File: src/rtl/dmem_arb_pkg.sv
`default_nettype none
// ============================================================================
//  Module      : dmem_arb_pkg
//  Description : Shared types and constants for the data-memory arbiter.
//  Revision    : 1.0  initial release
// ============================================================================
package dmem_arb_pkg;

    // Run sequencing: host-only idle, shared run, response drain
    typedef enum logic [1:0] {
        IDLE  = 2'd0,
        RUN   = 2'd1,
        DRAIN = 2'd2
    } arb_state_t;

    // Requester identifiers, also used as the response id
    localparam logic ID_CORE = 1'b0;
    localparam logic ID_HOST = 1'b1;

endpackage
`default_nettype wire

File: src/rtl/dmem_arb_rr_arb2.sv
`default_nettype none
// ============================================================================
//  Module      : rr_arb2
//  Description : Two-way combinational picker. Bit 0 = core, bit 1 = host.
//                On conflict, fair mode grants the side that did not win
//                last; fixed mode always grants the core.
//  Revision    : 1.0  initial release
// ============================================================================
module rr_arb2
    import dmem_arb_pkg::*;
(
    input  logic [1:0] req_i,
    input  logic       last_i,
    input  logic       fair_i,
    output logic [1:0] gnt_o
);

    // One-hot (or zero) grant; a lone request always wins
    always_comb begin
        gnt_o = req_i;
        if (req_i == 2'b11) begin
            if (fair_i && (last_i == ID_CORE)) begin
                gnt_o = 2'b10;
            end else begin
                gnt_o = 2'b01;
            end
        end
    end

endmodule
`default_nettype wire

File: src/rtl/dmem_arb.sv
`default_nettype none
// ============================================================================
//  Module      : dmem_arb
//  Description : Shares the single-port data memory between the core
//                load/store port and the host port, and sequences a run
//                (idle -> run -> drain -> idle with done raised).
//  Revision    : 1.0  initial release
// ============================================================================
module dmem_arb
    import dmem_arb_pkg::*;
#(
    parameter int AW   = 8,
    parameter int DW   = 8,
    parameter int FAIR = 1
) (
    input  logic          clk,
    input  logic          reset,
    input  logic          start_i,
    input  logic          core_done_i,
    input  logic          c_req_i,
    input  logic          c_we_i,
    input  logic [AW-1:0] c_addr_i,
    input  logic [DW-1:0] c_wdat_i,
    output logic          c_gnt_o,
    input  logic          h_req_i,
    input  logic          h_we_i,
    input  logic [AW-1:0] h_addr_i,
    input  logic [DW-1:0] h_wdat_i,
    output logic          h_gnt_o,
    output logic          rsp_valid_o,
    output logic          rsp_id_o,
    output logic [DW-1:0] rsp_rdat_o,
    output logic          mem_wr_en_o,
    output logic [AW-1:0] mem_addr_o,
    output logic [DW-1:0] mem_dat_in_o,
    input  logic [DW-1:0] mem_dat_out_i,
    output logic          busy_o,
    output logic          done_o
);

    arb_state_t    state_q;
    logic          last_gnt_q;
    logic          done_q;
    logic          rsp_valid_q;
    logic          rsp_id_q;
    logic [DW-1:0] rsp_rdat_q;

    logic [1:0]    w_arb_gnt;
    logic          w_c_gnt;
    logic          w_h_gnt;
    logic          w_rd_fire;

    rr_arb2 u_rr_arb2 (
        .req_i  ({h_req_i, c_req_i}),
        .last_i (last_gnt_q),
        .fair_i (FAIR != 0),
        .gnt_o  (w_arb_gnt)
    );

    // Grant selection by phase: host only in IDLE, arbitrated in RUN, none in DRAIN
    always_comb begin
        w_c_gnt = 1'b0;
        w_h_gnt = 1'b0;
        case (state_q)
            IDLE:    w_h_gnt = h_req_i;
            RUN: begin
                w_c_gnt = w_arb_gnt[0];
                w_h_gnt = w_arb_gnt[1];
            end
            default: ;
        endcase
    end

    // Memory port mux; an idle port presents zeros so the bus is quiet
    always_comb begin
        mem_addr_o   = '0;
        mem_dat_in_o = '0;
        mem_wr_en_o  = 1'b0;
        if (w_c_gnt) begin
            mem_addr_o   = c_addr_i;
            mem_dat_in_o = c_wdat_i;
            mem_wr_en_o  = c_we_i;
        end else if (w_h_gnt) begin
            mem_addr_o   = h_addr_i;
            mem_dat_in_o = h_wdat_i;
            mem_wr_en_o  = h_we_i;
        end
    end

    assign w_rd_fire = (w_c_gnt & ~c_we_i) | (w_h_gnt & ~h_we_i);

    // Run sequencer, fairness memory and done flag
    always_ff @(posedge clk) begin
        if (reset) begin
            state_q    <= IDLE;
            last_gnt_q <= ID_HOST;
            done_q     <= 1'b0;
        end else begin
            if ((state_q == RUN) && (w_c_gnt || w_h_gnt)) begin
                last_gnt_q <= w_h_gnt ? ID_HOST : ID_CORE;
            end
            case (state_q)
                IDLE: begin
                    if (start_i) begin
                        state_q <= RUN;
                        done_q  <= 1'b0;
                    end
                end
                RUN: begin
                    if (core_done_i) begin
                        state_q <= DRAIN;
                    end
                end
                DRAIN: begin
                    state_q <= IDLE;
                    done_q  <= 1'b1;
                end
                default: state_q <= IDLE;
            endcase
        end
    end

    // Read response: one-cycle pulse capturing data of a granted read
    always_ff @(posedge clk) begin
        if (reset) begin
            rsp_valid_q <= 1'b0;
            rsp_id_q    <= ID_CORE;
            rsp_rdat_q  <= '0;
        end else begin
            rsp_valid_q <= w_rd_fire;
            if (w_rd_fire) begin
                rsp_id_q   <= w_h_gnt ? ID_HOST : ID_CORE;
                rsp_rdat_q <= mem_dat_out_i;
            end
        end
    end

    assign c_gnt_o     = w_c_gnt;
    assign h_gnt_o     = w_h_gnt;
    assign rsp_valid_o = rsp_valid_q;
    assign rsp_id_o    = rsp_id_q;
    assign rsp_rdat_o  = rsp_rdat_q;
    assign busy_o      = (state_q != IDLE);
    assign done_o      = done_q;

endmodule
`default_nettype wire

File: config.mk
export PLATFORM = sky130hd
export DESIGN_NAME = dmem_arb
export DESIGN_NICKNAME = d
export VERILOG_FILES = /design/src/rtl/dmem_arb_pkg.sv /design/src/rtl/dmem_arb_rr_arb2.sv /design/src/rtl/dmem_arb.sv
export SDC_FILE = /design/constraint.sdc
export NUM_CORES = 1
export LEC_CHECK = 0
export ABC_AREA = 1
export CORE_AREA = 2 2 55 57
export DETAILED_ROUTE_END_ITERATION = 8
export DIE_AREA = 0 0 57 59
export GPL_TIMING_DRIVEN = 1
export PLACE_DENSITY = 0.79
export SLEW_MARGIN = 15
export SYNTH_ARGS = -nofsm -noshare
export SYNTH_HDL_FRONTEND = slang
export SYNTH_SLANG_ARGS = --single-unit
export TNS_END_PERCENT = 50
File: constraint.sdc
create_clock -name clk -period 4 [get_ports clk]
set_clock_uncertainty 0.2 [all_clocks]
set_input_delay 0.6 -clock clk [delete_from_list [all_inputs] [get_ports clk]]
set_output_delay 0.6 -clock clk [all_outputs]
set_load 0.02 [all_outputs]
Fig. 1: routed clock nets over the placement
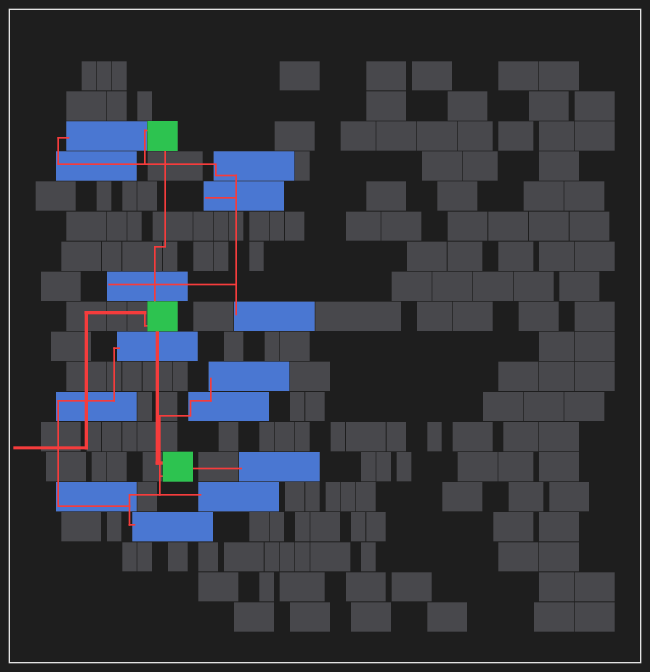
legend:
  clock wires:
    colour: red
    length: 169 µm
  clock-net drivers:
    colour: green
    count: 3
  flip-flops:
    colour: blue
    count: 14
routed clock nets: 4

Fig. 2: sizing map
The bar under the picture is 20 µm long.
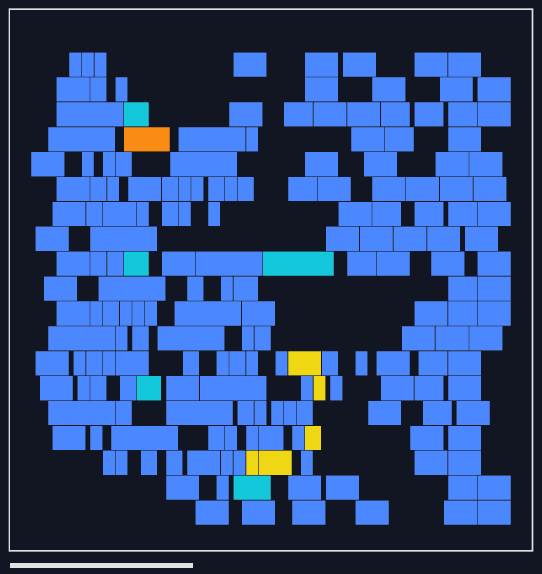
legend:
  x3 and x4:
    colour: cyan
    cells: 5
    share: 2.6%
    most_used: clkbuf_4
  x1 and smaller:
    colour: blue
    cells: 179
    share: 94%
    most_used: clkdlybuf4s50_1
  x2:
    colour: yellow
    cells: 5
    share: 2.6%
  x6 and larger:
    colour: orange
    cells: 1
    share: 0.53%
    most_used: clkbuf_8
Setup WS post-layout: 0.713 ns
nonclk buf count: 78

Fig. 3: cell classes on the final placement
The bar under the picture is 20 µm long.
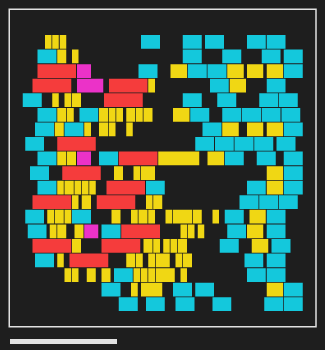
legend:
  registers:
    colour: red
    cells: 14
  clock drivers and dummy loads:
    colour: magenta
    cells: 4
  remaining logic cells:
    colour: yellow
    cells: 94
  remaining buffers and delay cells:
    colour: cyan
    cells: 78

Fig. 4: the clock network
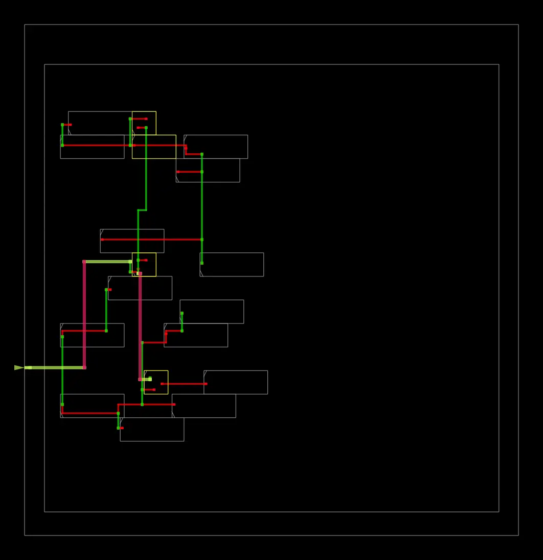
Sinks on Clock Net: 14
CLK BUF: 4
Flops: 14
Power Clock: 0.0000999 W
number of buffers created by CTS: 3

Fig. 5: ports around the boundary
Pins as bars across the die edge, other pins in grey.
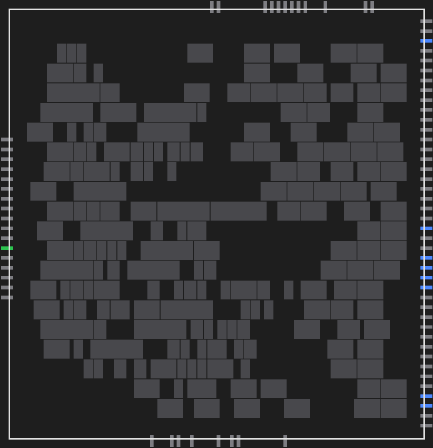
legend:
  c_addr_i:
    colour: blue
    pins: 8
    direction: input
    edge: right
  rsp_valid_o:
    colour: green
    pins: 1
    direction: output
    edge: left
all pins by edge: 42 right, 17 left, 12 top, 8 bottom
Die Y: 59 µm
port bufs: 78

==> impl_metrics.yaml <==
# generated from flow reports
clocking:
  cts_tree: "built"
  root_buffer: "clkbuf_4"
  post_cts_resized: 0
  clk_pin_slew_ns: 0.08
  postCtsHoldBufs: 0
  cts_setup_buffers: 0
  clock_latency_ns: 0.28
  h-tree-depth: 1
final_timing:
  fin_crit_sh_pct: 82.2
  fmax_mhz: 304
  min_period_ns: 3.29
  tightest_slew_ns: 0.342
  finalSetupViolCount: 0
  hold_violations: 0
  slew_headroom_pct: 77.2
  slew_viol_final: 0
finish:
  syn2layout_area_growth_pct: 96.9
  final_nets: 239
  fillers: 244
synthesis:
  synth_cell_type_count: 18
  synthTopCellsByCount: "inv_1, a22o_1, nand2_1"
  yosysChipArea_um2: 837
  ys_async_sr_fraction_pct: 0
  flop_cell: "dfxtp_1"
  top_cells_by_area: "dfxtp_1, a22o_1, inv_1, a21oi_1, nand2_1"
  ys_warn_count: 0
  synth_cells: 112
  syn_area_um2: 837
  yosysTopAreaCell: "dfxtp_1"
  fp_nets: 160
  synthDominantCellAreaShare_pct: 33.5
  edf_count: 0
  avgSynthCellArea_um2: 7.47
global_routing:
  grt_pass1_wl_um: 4910
  grt_max_degree: 20
  antenna_found_initial: 0
  grt_pass1_vias: 1101
  grt_overflow: 0
min_path:
  hold_class: "flop to flop"
  hold_depth: 2
  hold_path_end: "done_o$_SDFFE_PP0P_"
setup_path:
  max_stage_delay_ns: 0.62
  end_kind: "primary output"
  r2r_slack_ns: 2.48
  timing.rr.start: "state_q[1]$_SDFFE_PP0P_"
  path_class: "input pin to primary output"
  r2r_end: "rsp_rdat_o[5]$_SDFFE_PP0P_"
  cp-start-kind: "input pin"
pwr:
  switchingPower_w: 0.000138
  vdd.ir_drop.worst_uv: 246
  seq_power_share_pct: 34.8
  combPwrFrac_pct: 42.9
  cellPowerDensity_nw_per_um2: 272
  switching_share_pct: 30.8
placement:
  place.gp.congestion: 0.809
  dp_hpwl_um: 2510
route:
  routed_wl_um: 3170
  first_pass_iters: 4
  drc_errors: 0
  vias_per_cell: 5.00
  wl_per_cell_um: 14.4
run:
  warning_count: 26
  cap_violations: 0
floorplanning:
  ioPinCount: 79
  fp_util_pct: 30.9
  dieArea_um2: 3360
outcome:
  status: "complete, no violations"
[placed cells by master, fill, tap and decap left out, types with 3 or more instances in the layout]
cell and instances:
clkdlybuf4s50_1 78, inv_1 17, a22o_1 16, nand2_1 15, dfxtp_1 14, a21oi_1 12, nand3_1 11, nor2_1 10
clkbuf_4 3
[cells by family after synthesis]
| group | after synthesis | share of synthesized area, % |
|---|---|---|
| simple gates | 42 | 25.6 |
| buf+inv | 25 | 14.9 |
| compound gates | 31 | 26.0 |
| flops | 14 | 33.5 |
[power by group through the flow]
stage                     Combinational [W]  Sequential [W]   Clock, W
after floorplan                   0.0000778        0.000169          0
after global placement             0.000188        0.000159          0
after detailed placement           0.000192        0.000159          0
after CTS                          0.000193        0.000156   0.000104
after global routing               0.000205        0.000157   0.000109
final                              0.000193        0.000156  0.0000999
[worst min-delay path, stage by stage (launching register included)]
cell	delay, ns
dfxtp_1	0.32
nand3_1	0.07
a21oi_1	0.05
[state kept, by name (all words and copies together) (netlist names)]
name,cells
rsp_rdat_o,8
state_q,2
done_o,1
last_gnt_q,1
rsp_id_o,1
rsp_valid_o,1
[per-stage QoR]
step | total power (W) | hold slack [ns] | std cells
2_1_floorplan | 0.000247 | 0.290 | 112
3_3_place_gp | 0.000347 | 0.267 | 217
3_5_place_dp | 0.000351 | 0.278 | 217
4_1_cts | 0.000453 | 0.289 | 221
5_1_grt | 0.000471 | 0.310 | 221
6_report | 0.000448 | 0.282 | 221
[cell type report]
class | count | area (µm²) | share of cell area, %
timing repair buffer | 78 | 781 | 47.4
multi-input combinational | 73 | 432 | 26.2
sequential | 14 | 280 | 17.0
inverter | 21 | 80.1 | 4.86
tap | 31 | 38.8 | 2.35
clock buffer | 4 | 36.3 | 2.20
[metal layers]
metal  GRT usage [%]  vias to the layer above  share of wire, %
li1                -                      533                 -
met1            20.1                      495                39
met2            36.0                       73                49
met3            5.02                        4                11
met4            6.31                        0              0.76
met5               0                        -                 0
[worst max path at each step]
stage                                  to  depth (start not counted)  slack [ns]     from
after global routing      mem_dat_in_o[4]                          7        0.65  h_req_i
after CTS                 mem_dat_in_o[6]                          7        0.72  h_req_i
after floorplan             mem_addr_o[0]                          6        1.85  h_req_i
after detailed placement  mem_dat_in_o[6]                          7        0.72  h_req_i
after global placement    mem_dat_in_o[6]                          7        0.78  h_req_i
final                     mem_dat_in_o[6]                          7        0.71  h_req_i
No activity file was given, so power comes from the tool's default toggle rates.
